[src/rtl/binary_mul_13_arb.sv]
// Round-robin front end sharing one pipelined signed 13x13 multiplier among NREQ requesters,
// with per-requester credits and an IDLE/RUN/DRAIN flow. Define BINARY_MUL_ARB_STATS_EN for grant_cnt/busy_cnt.
module binary_mul_13_arb #(
    parameter int NREQ    = 4,
    parameter int LATENCY = 14,
    parameter int MAX_OUT = 4
) (
    input  logic                 clk,
    input  logic                 rst_n,
    input  logic                 en,
    input  logic                 flush,
    input  logic [NREQ-1:0]      req_valid,
    output logic [NREQ-1:0]      req_ready,
    input  logic [13*NREQ-1:0]   req_a,
    input  logic [13*NREQ-1:0]   req_b,
    output logic [NREQ-1:0]      resp_valid,
    output logic [24:0]          resp_p,
    output logic [12:0]          mul_a,
    output logic [12:0]          mul_b,
    output logic                 mul_en,
    input  logic [24:0]          mul_p,
    output logic                 drained
`ifdef BINARY_MUL_ARB_STATS_EN
    ,
    output logic [16*NREQ-1:0]   grant_cnt,
    output logic [31:0]          busy_cnt
`endif
);

    localparam int IDW   = (NREQ > 1) ? $clog2(NREQ) : 1;
    // mul_p carries the product LATENCY+1 en-high edges after mul_a/mul_b load
    // (multiplier input capture plus LATENCY stages), so the tag line is one longer.
    localparam int DEPTH = LATENCY + 2;
    localparam int LAST  = DEPTH - 1;
    localparam logic [3:0] CRED_MAX = 4'(MAX_OUT);

    typedef enum logic [1:0] {
        IDLE  = 2'd0,
        RUN   = 2'd1,
        DRAIN = 2'd2
    } state_t;

    state_t            state_q, state_d;
    logic [IDW-1:0]    ptr_q, ptr_d;
    logic [3:0]        cnt_q [NREQ];
    logic [3:0]        cnt_d [NREQ];
    logic              tag_v_q [DEPTH];
    logic              tag_v_d [DEPTH];
    logic [IDW-1:0]    tag_id_q [DEPTH];
    logic [IDW-1:0]    tag_id_d [DEPTH];
    logic [12:0]       mul_a_q, mul_a_d;
    logic [12:0]       mul_b_q, mul_b_d;
    logic [24:0]       resp_p_q, resp_p_d;
    logic [NREQ-1:0]   resp_valid_q, resp_valid_d;
    logic              drained_q, drained_d;

    logic [12:0]       op_a [NREQ];
    logic [12:0]       op_b [NREQ];
    logic [NREQ-1:0]   eligible;
    logic [NREQ-1:0]   inc;
    logic [NREQ-1:0]   dec;
    logic [NREQ-1:0]   resp_hit;
    logic [NREQ-1:0]   cnt_nz;
    logic [DEPTH-1:0]  tag_v_vec;
    logic              run_open;
    logic              grant_any;
    logic [IDW-1:0]    grant_id;
    logic [IDW:0]      rr_idx;
    logic              pipe_busy;
    logic              pipe_empty;

    assign run_open = (state_q == RUN) && en && !flush;

    for (genvar gi = 0; gi < NREQ; gi++) begin : g_req
        assign op_a[gi]     = req_a[13*gi +: 13];
        assign op_b[gi]     = req_b[13*gi +: 13];
        assign eligible[gi] = req_valid[gi] && (cnt_q[gi] != CRED_MAX) && run_open;
        assign req_ready[gi] = grant_any && (grant_id == IDW'(gi));
        assign inc[gi]      = grant_any && (grant_id == IDW'(gi));
        assign resp_hit[gi] = tag_v_q[LAST] && (tag_id_q[LAST] == IDW'(gi));
        assign dec[gi]      = en && resp_hit[gi];
        // A simultaneous accept and response leave the credit count unchanged.
        assign cnt_d[gi]    = (inc[gi] && !dec[gi]) ? cnt_q[gi] + 4'd1 :
                              (dec[gi] && !inc[gi]) ? cnt_q[gi] - 4'd1 : cnt_q[gi];
        assign cnt_nz[gi]   = (cnt_q[gi] != 4'd0);
        assign resp_valid_d[gi] = en ? resp_hit[gi] : resp_valid_q[gi];
    end

    // Search starts at the pointer and wraps; first eligible requester wins.
    always_comb begin
        grant_any = 1'b0;
        grant_id  = '0;
        rr_idx    = '0;
        for (int k = 0; k < NREQ; k++) begin
            rr_idx = {1'b0, ptr_q} + (IDW+1)'(k);
            if (rr_idx >= (IDW+1)'(NREQ)) begin
                rr_idx = rr_idx - (IDW+1)'(NREQ);
            end
            if (!grant_any && eligible[rr_idx[IDW-1:0]]) begin
                grant_any = 1'b1;
                grant_id  = rr_idx[IDW-1:0];
            end
        end
    end

    always_comb begin
        ptr_d = ptr_q;
        if (grant_any) begin
            ptr_d = (grant_id == IDW'(NREQ - 1)) ? '0 : grant_id + IDW'(1);
        end
    end

    assign mul_a_d = grant_any ? op_a[grant_id] : mul_a_q;
    assign mul_b_d = grant_any ? op_b[grant_id] : mul_b_q;

    assign tag_v_d[0]  = en ? grant_any : tag_v_q[0];
    assign tag_id_d[0] = en ? grant_id  : tag_id_q[0];

    for (genvar gi = 1; gi < DEPTH; gi++) begin : g_tag
        assign tag_v_d[gi]  = en ? tag_v_q[gi-1]  : tag_v_q[gi];
        assign tag_id_d[gi] = en ? tag_id_q[gi-1] : tag_id_q[gi];
    end

    for (genvar gi = 0; gi < DEPTH; gi++) begin : g_tag_vec
        assign tag_v_vec[gi] = tag_v_q[gi];
    end

    assign pipe_busy  = |tag_v_vec;
    assign pipe_empty = !pipe_busy && !(|cnt_nz);
    assign resp_p_d   = en ? mul_p : resp_p_q;

    always_comb begin
        state_d = state_q;
        if (en) begin
            case (state_q)
                IDLE:    state_d = RUN;
                RUN:     if (flush) state_d = DRAIN;
                DRAIN:   if (!flush && drained_q) state_d = RUN;
                default: state_d = IDLE;
            endcase
        end
    end

    // drained follows an empty machine by one edge and drops on the edge leaving DRAIN.
    always_comb begin
        drained_d = drained_q;
        if (en) begin
            drained_d = (state_q == DRAIN) && (state_d == DRAIN) && pipe_empty;
        end
    end

    always_ff @(posedge clk) begin
        if (!rst_n) begin
            state_q      <= IDLE;
            ptr_q        <= '0;
            mul_a_q      <= '0;
            mul_b_q      <= '0;
            resp_p_q     <= '0;
            resp_valid_q <= '0;
            drained_q    <= 1'b0;
            for (int k = 0; k < NREQ; k++) begin
                cnt_q[k] <= '0;
            end
            for (int s = 0; s < DEPTH; s++) begin
                tag_v_q[s]  <= 1'b0;
                tag_id_q[s] <= '0;
            end
        end else begin
            state_q      <= state_d;
            ptr_q        <= ptr_d;
            mul_a_q      <= mul_a_d;
            mul_b_q      <= mul_b_d;
            resp_p_q     <= resp_p_d;
            resp_valid_q <= resp_valid_d;
            drained_q    <= drained_d;
            for (int k = 0; k < NREQ; k++) begin
                cnt_q[k] <= cnt_d[k];
            end
            for (int s = 0; s < DEPTH; s++) begin
                tag_v_q[s]  <= tag_v_d[s];
                tag_id_q[s] <= tag_id_d[s];
            end
        end
    end

    assign mul_a      = mul_a_q;
    assign mul_b      = mul_b_q;
    assign mul_en     = en;
    assign resp_p     = resp_p_q;
    assign resp_valid = resp_valid_q & {NREQ{en}};
    assign drained    = drained_q;

`ifdef BINARY_MUL_ARB_STATS_EN
    logic [15:0] gcnt_q [NREQ];
    logic [15:0] gcnt_d [NREQ];
    logic [31:0] busy_q, busy_d;

    for (genvar gi = 0; gi < NREQ; gi++) begin : g_stats
        assign gcnt_d[gi] = (inc[gi] && (gcnt_q[gi] != 16'hFFFF)) ? gcnt_q[gi] + 16'd1 : gcnt_q[gi];
        assign grant_cnt[16*gi +: 16] = gcnt_q[gi];
    end

    assign busy_d   = (en && pipe_busy && (busy_q != 32'hFFFF_FFFF)) ? busy_q + 32'd1 : busy_q;
    assign busy_cnt = busy_q;

    always_ff @(posedge clk) begin
        if (!rst_n) begin
            busy_q <= '0;
            for (int k = 0; k < NREQ; k++) begin
                gcnt_q[k] <= '0;
            end
        end else begin
            busy_q <= busy_d;
            for (int k = 0; k < NREQ; k++) begin
                gcnt_q[k] <= gcnt_d[k];
            end
        end
    end
`endif

endmodule

[config.mk]
export PLATFORM = sky130hd
export DESIGN_NAME = binary_mul_13_arb
export DESIGN_NICKNAME = d
export VERILOG_FILES = /design/src/rtl/binary_mul_13_arb.sv
export SDC_FILE = /design/constraint.sdc
export NUM_CORES = 1
export LEC_CHECK = 0
export ABC_CLOCK_PERIOD_IN_PS = 4100
export CORE_MARGIN = 10
export CORE_UTILIZATION = 30
export CTS_BUF_LIST = sky130_fd_sc_hd__clkbuf_8
export CTS_CLUSTER_SIZE = 12
export DETAILED_ROUTE_END_ITERATION = 6
export GPL_TIMING_DRIVEN = 0
export SKIP_CTS_REPAIR_TIMING = 1
export SLEW_MARGIN = 20
export SYNTH_ARGS = -nofsm -noshare
export SYNTH_HDL_FRONTEND = slang
export SYNTH_SLANG_ARGS = --single-unit
[constraint.sdc]
create_clock -name clk -period 4.1 [get_ports clk]
set_clock_uncertainty 0.05 [all_clocks]
set_input_delay 1.025 -clock clk [delete_from_list [all_inputs] [get_ports clk]]
set_output_delay 1.025 -clock clk [all_outputs]
set_load 0.1 [all_outputs]
Figure 1. Routed metal per tile.
Bar = 50 microns. The die is cut into 32 by 32 equal tiles; black is low, pale yellow is high, scaled to the fullest tile. Values are wire area over tile area, all layers added.
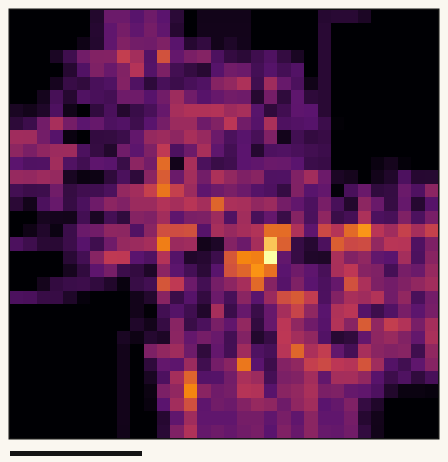
densest ninth of the die: center
fullest tile: 0.52
emptiest ninth of the die: south-west
mean over tiles: 0.11
tiles over half the peak: 5.3%

Figure 2. Placed cells, one color a class.
Fill, decap, tap and diode cells in gray.
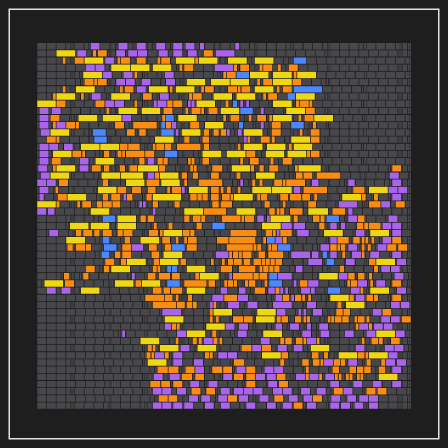
legend:
  registers:
    color: yellow
    cells: 124
    share_of_their_area: 28%
  clock drivers and dummy loads:
    color: blue
    cells: 31
    share_of_their_area: 4.0%
  remaining buffers and delay cells:
    color: purple
    cells: 257
    share_of_their_area: 27%
  remaining logic cells:
    color: orange
    cells: 472
    share_of_their_area: 40%

Figure 3. A small window of the routed layout.
Bar = 20 microns. Region (15, 15) to (65, 65) microns. Cells in gray, sequential cells in the stronger gray; small squares are vias.
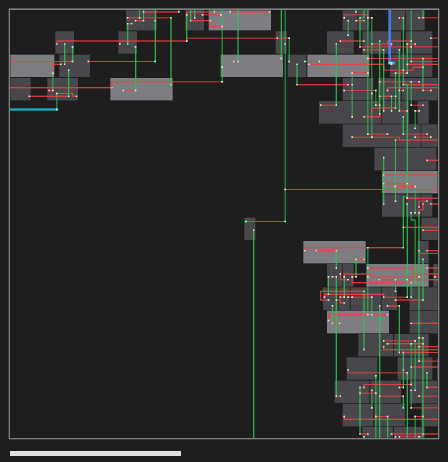
legend:
  M3:
    color: cyan
  M4:
    color: blue
  M1:
    color: red
  M2:
    color: green
most frequent: clkdlybuf4s50_1 (10), dfxtp_1 (9)
netlist names of flops here include: mul_b (4), tag_v_q (3)
sequential cells in the window: 9
cells with their middle in the window: 59

==> flow_metrics.tcl <==
# metrics dict for downstream scripts
set metrics [dict create \
    status "finished, final reports clean" \
    comb-cell-share_pct 38.4 \
    reg2reg_to "cnt_q[1][3]" \
    drive_above_1_share_pct 14.4 \
    ff_type "dfxtp_1" \
    pwr-share-comb_pct 21.9 \
    reg2regPathDepth 16 \
    wl_met2_microns 9010 \
    numClockSinks 124 \
    worst_pin_slew_ns 1.03 \
    reg2reg_from "cnt_q[0][1]" \
    r2r_setup_slack_ns 0.28 \
    syn_inst 639 \
    antenna_cells 1 \
    slew_headroom_pct 30.9 \
    p_seq_share_pct 43.7 \
    warnings 28 \
    ys_area_sq_mm 0.00604 \
    cts_inserted_buffers 17 \
    edf_count 1 \
    vias 5360 \
    ys.warnings.count 0 \
    yosys-top-cells-area "dfxtp_1 41%, mux2i_1 18%, nor2_1 5.7%" \
    drv_cap 0 \
    ioPinCount 198 \
    setup.worst_path.end "req_ready[0]" \
    yosysCellCount 639 \
    ir_drop_v 0.000186 \
    hold_slack_ns 0.395 \
    ant_nets 0 \
    busiest_layer "met2" \
    wl_per_cell_microns 16.2 \
    viasPerCell 4.66 \
    place_congestion 0.840 \
    clock_area_share_pct 3.89 \
    postPlaceCellArea_sq_mm 0.00855 \
]
Figure 4. Placed standard cells.
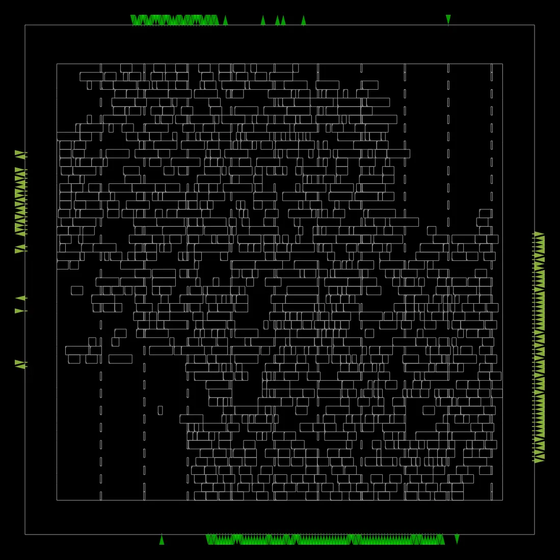
flip-flops: 124
Core Area: 0.0197 sq mm
fin cells: 1150
Post-Route Utilization: 46.5%
# fillers: 1922

Figure 5. Register map, names as in the netlist.
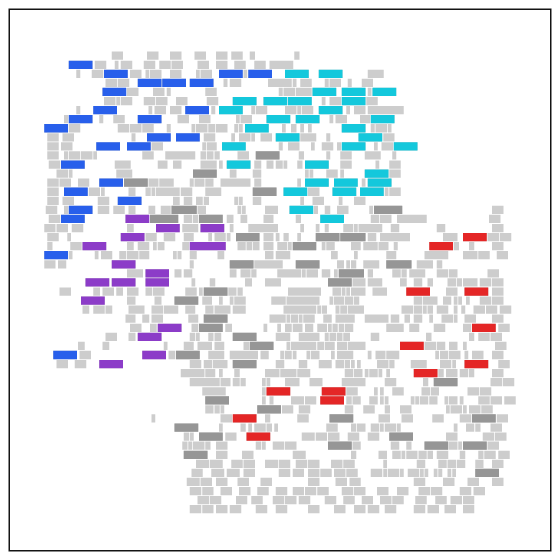
legend:
  tag_id_q:
    color: cyan
    flops: 32
    where: north
  tag_v_q:
    color: purple
    flops: 16
    where: west
  resp_p:
    color: blue
    flops: 25
    where: north-west
  mul_a:
    color: red
    flops: 13
not colored: 38

No activity file was given, so power comes from the tool's default toggle rates.
